### src/rtl/popcount_accum.sv
// popcount_accum: streaming population-count accumulator.
// Each accepted beat adds popcount(in_data) to a per-frame sum. The sum, the
// frame beat count and a sticky overflow flag land in a single-entry output
// register when the in_last beat is accepted.
//
// Build option: define POPCOUNT_ACCUM_SAT_EN to make the frame sum saturate at
// 2^ACC_W-1 instead of wrapping. out_ovf behaves the same in both builds.
//
// Handshake rules, used on both ports: a transfer happens on a rising edge
// where valid && ready are both high. A held result (out_valid=1) stays
// stable until out_ready. in_ready = !out_valid || out_ready, so a new beat,
// including a last beat, can be accepted in the same cycle the held result is
// taken.
module popcount_accum #(
  parameter int WIDTH  = 8,
  parameter int ACC_W  = 16,
  parameter int BEAT_W = 8
) (
  input  logic              clk,
  input  logic              rst_n,
  input  logic              in_valid,
  output logic              in_ready,
  input  logic [WIDTH-1:0]  in_data,
  input  logic              in_last,
  output logic              out_valid,
  input  logic              out_ready,
  output logic [ACC_W-1:0]  out_sum,
  output logic [BEAT_W-1:0] out_beats,
  output logic              out_ovf,
  output logic              dbg_state
);

  localparam int CNT_W = $clog2(WIDTH + 1);

  typedef enum logic {
    ST_ACCUM = 1'b0,
    ST_FULL  = 1'b1
  } state_t;

  state_t              state_q, state_d;
  logic [CNT_W-1:0]    pc;
  logic [ACC_W:0]      sum_ext;
  logic                carry;
  logic [ACC_W-1:0]    acc_nxt;
  logic [ACC_W-1:0]    acc_q;
  logic [BEAT_W-1:0]   beats_q;
  logic                ovf_q;
  logic                accept;
  logic                accept_last;

  assign out_valid   = (state_q == ST_FULL);
  assign in_ready    = !out_valid || out_ready;
  assign accept      = in_valid && in_ready;
  assign accept_last = accept && in_last;
  assign dbg_state   = state_q;

  // Combinational popcount of the incoming beat.
  always_comb begin
    pc = '0;
    for (int i = 0; i < WIDTH; i++) begin
      pc = pc + CNT_W'(in_data[i]);
    end
  end

  // Running sum with one extra bit to expose the carry out of ACC_W.
  always_comb begin
    sum_ext = {1'b0, acc_q} + {{(ACC_W + 1 - CNT_W){1'b0}}, pc};
    carry   = sum_ext[ACC_W];
`ifdef POPCOUNT_ACCUM_SAT_EN
    // Once at max, any nonzero pc carries again, so the sum sticks at max.
    acc_nxt = carry ? {ACC_W{1'b1}} : sum_ext[ACC_W-1:0];
`else
    acc_nxt = sum_ext[ACC_W-1:0];
`endif
  end

  // State register.
  always_ff @(posedge clk or negedge rst_n) begin
    if (!rst_n) begin
      state_q <= ST_ACCUM;
    end else begin
      state_q <= state_d;
    end
  end

  // Next state: a last beat always (re)fills the output; a taken result
  // without a new last beat frees it.
  always_comb begin
    state_d = state_q;
    if (accept_last) begin
      state_d = ST_FULL;
    end else if ((state_q == ST_FULL) && out_ready) begin
      state_d = ST_ACCUM;
    end
  end

  // Frame accumulators and output register.
  always_ff @(posedge clk or negedge rst_n) begin
    if (!rst_n) begin
      acc_q     <= '0;
      beats_q   <= '0;
      ovf_q     <= 1'b0;
      out_sum   <= '0;
      out_beats <= '0;
      out_ovf   <= 1'b0;
    end else if (accept) begin
      if (in_last) begin
        out_sum   <= acc_nxt;
        out_beats <= beats_q + BEAT_W'(1);
        out_ovf   <= ovf_q | carry;
        acc_q     <= '0;
        beats_q   <= '0;
        ovf_q     <= 1'b0;
      end else begin
        acc_q     <= acc_nxt;
        beats_q   <= beats_q + BEAT_W'(1);
        ovf_q     <= ovf_q | carry;
      end
    end
  end

endmodule

### config.mk
export PLATFORM = sky130hd
export DESIGN_NAME = popcount_accum
export DESIGN_NICKNAME = d
export VERILOG_FILES = /design/src/rtl/popcount_accum.sv
export SDC_FILE = /design/constraint.sdc
export NUM_CORES = 1
export LEC_CHECK = 0
export CORE_ASPECT_RATIO = 1.25
export CORE_MARGIN = 2
export CORE_UTILIZATION = 55
export CTS_CLUSTER_DIAMETER = 100
export DETAILED_ROUTE_END_ITERATION = 10
export PLACE_DENSITY_LB_ADDON = 0.12
export SLEW_MARGIN = 20
export SYNTH_ARGS = -nofsm -noshare
export SYNTH_HDL_FRONTEND = slang
export SYNTH_SLANG_ARGS = --single-unit
### constraint.sdc
create_clock -name clk -period 8.2 [get_ports clk]
set_clock_uncertainty 0.05 [all_clocks]
set_input_delay 1.23 -clock clk [delete_from_list [all_inputs] [get_ports clk]]
set_output_delay 1.23 -clock clk [all_outputs]
set_load 0.005 [all_outputs]
==> results.ini, run 1 <==
[place]
dpl.cell_count=360
gp_congestion=0.796

[finish]
lay_top_cells=dfrtp_1, nand2_1, clkdlybuf4s50_1
nFillCells=397
n_all_inverters=10
diodes=0
sh_seq_area_pct=40.0
sh_comb_area_pct=40.5
final_core_util_pct=67.5
buffers=41
nets=332

[power_and_ir_drop]
power_leader=sequential cells
switchingPower_uw=211
leakage_uw=0.00141
p_int_uw=467
cellPowerDensity_nw_per_um2=212

[yosys]
synth_top_flop_cell=dfrtp_1
mux_share_pct=0.419
logic_family=AND-OR/OR-AND gates
yosysWarnings=0
synthMostInstantiatedCell=dfrtp_1
ys_area_sq_um=2690

[worst_setup_path]
path_delay_family=adder cells
cpMostUsedCell=fa_1
reg2reg_from=acc_q[0]
startpoint_type=primary input

[cts]
cts_tree=done
hold_buffers=0
cts_htree_levels=2
clockBufferDepth=2
clockRootBuffer=clkbuf_8

[run]
drv_cap=0
tool_warnings=26

[route]
wl_per_cell_microns=14.2
top_layer=met4
finalWirelength_mm=5.20
drt_iter0_drc=77
vias_per_cell=5.57

[die]
core_sq_um=4730
dieHeight_microns=82.2

[final_timing]
tightest_slew_ps=1010
fin_setup_tns_ps=0
setup_violations=0

[min_path]
hp-class=flip-flop to flip-flop

[grt]
grt_max_degree=56

[run_status]
status=complete, no violations

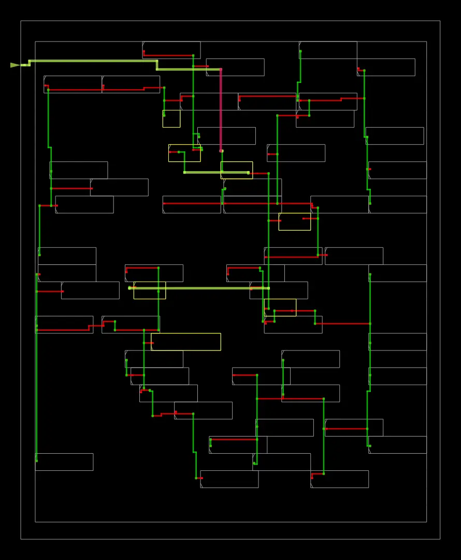
Run 1: clock routing
CLK BUF: 5
TritonCTS buffer count: 5
Sink Count: 51
seq_cells: 51
clk ins delay skew pair: 300 ps

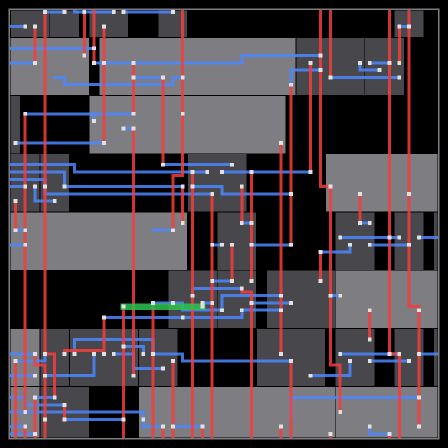
Run 1: a small window of the routed layout
Window x 40 to 60, y 52 to 72 microns. Cells in grey, sequential cells in the stronger grey; small squares are vias.
Blue marks met1. Green marks met3. Red marks met2.
Most frequent: dfrtp_1 (7), o21ai_0 (5), nand2_1 (3). Sequential cells in the window: 7. Netlist names of flops here include `beats_q` (3), `out_beats` (3). 25 logic cells have their middle in the window.

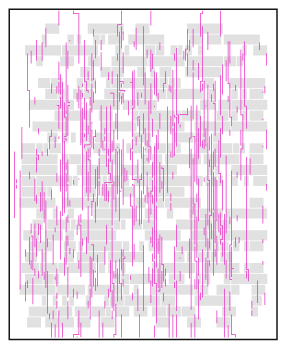
Run 1: the metal 2 layer
(4 px per micron) Cells faint in the background.
The layer holds 51% of the routed length. The longest straight run is 40.1 microns. 276 nets have wire on it. The layer carries 2640 microns of wire.

Run 1, port wiring:
(4 px per micron)
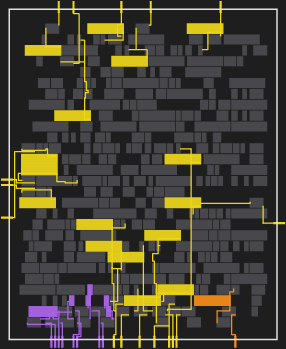

## Run 2: what changed since run 1
- CORE_UTILIZATION: 55 -> 49
- clock period: 8.2 -> 4.7 ns (I/O delays scaled with it)
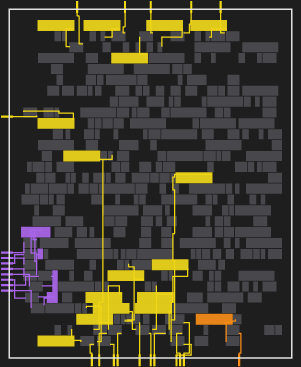
Run 2: port wiring
(4 px per micron)
Orange marks `out_valid`, bits 1, direction output, edge bottom, end cells 1, buffers 1, wire 14.3 microns. Purple marks `in_data`, bits 8, direction input, edge left, end cells 6, buffers 8, wire 90.2 microns. Yellow marks `out_sum`, bits 16, direction output, edge 10 bottom, 5 top, 1 left, end cells 16, buffers 16, wire 370 microns.

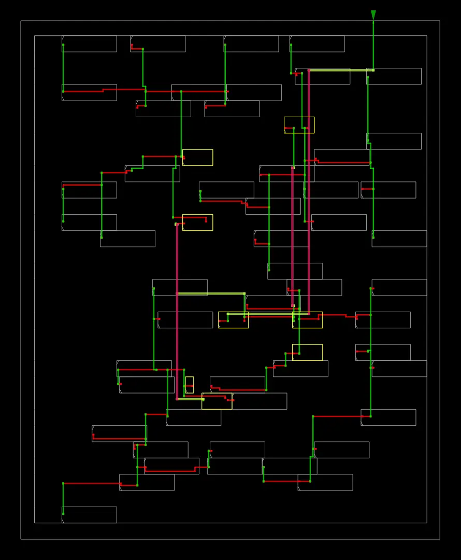
Run 2: clock routing
CLK BUF: 8
Clock group: 275 uW

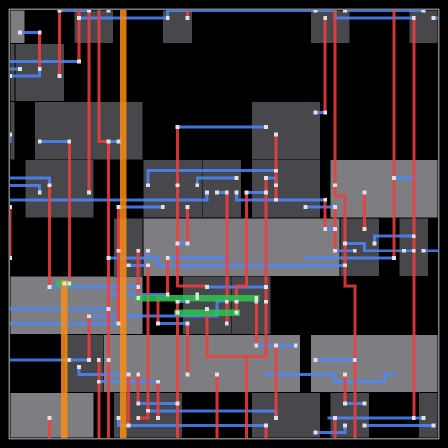
Run 2: a small window of the routed layout
Window x 43 to 63, y 55 to 75 microns. Cells in grey, sequential cells in the stronger grey; small squares are vias.
Orange marks met4. Green marks met3. Blue marks met1. Red marks met2.
Sequential cells in the window: 5. Most frequent: o21ai_0 (5), dfrtp_1 (5), nand2_1 (4). 26 logic cells have their middle in the window. Netlist names of flops here include `beats_q` (2), `out_beats` (2).

==> results.ini, run 2 <==
[finish]
nets=335  ; +0.90%
sh_comb_area_pct=40.3  ; -0.27 points
sh_seq_area_pct=39.7  ; -0.26 points
lay_top_cells=dfrtp_1, nand2_1, clkdlybuf4s50_1
diodes=0  ; unchanged
n_all_inverters=10  ; unchanged
flop-count=51  ; unchanged

[power_and_ir_drop]
switchingPower_uw=373  ; +77%
p_int_uw=801  ; +72%
cellPowerDensity_nw_per_um2=366  ; +72%
power_leader=sequential cells
leakage_uw=0.00142  ; +1.2%

[run]
tool_warnings=26  ; unchanged

[worst_setup_path]
startpoint_type=primary input
path_delay_family=adder cells
reg2reg_from=acc_q[0]
cpMostUsedCell=fa_1

[place]
dpl.cell_count=367  ; +1.9%
gp_congestion=0.787  ; -1.1%

[yosys]
logic_family=AND-OR/OR-AND gates
ys_area_sq_um=2690  ; unchanged
mux_share_pct=0.419  ; unchanged
synthMostInstantiatedCell=dfrtp_1
yosysWarnings=0  ; unchanged

[route]
wl_per_cell_microns=14.3  ; +1.1%
vias_per_cell=5.57  ; about the same
drt_iter0_drc=83  ; +7.8%
top_layer=met4

[final_timing]
tightest_slew_ps=878  ; -132 ps
fin_setup_tns_ps=0  ; unchanged
setup_violations=0  ; unchanged

[cts]
cts_htree_levels=2  ; unchanged
hold_buffers=0  ; unchanged
cts_buffers=5  ; unchanged
clockRootBuffer=clkbuf_8
clockBufferDepth=2  ; unchanged

[die]
core_sq_um=5370  ; +13%

[run_status]
status=complete, no violations

[min_path]
hp-class=flip-flop to flip-flop

[grt]
grt_max_degree=56  ; unchanged

Power and IR drop assume default switching activity.
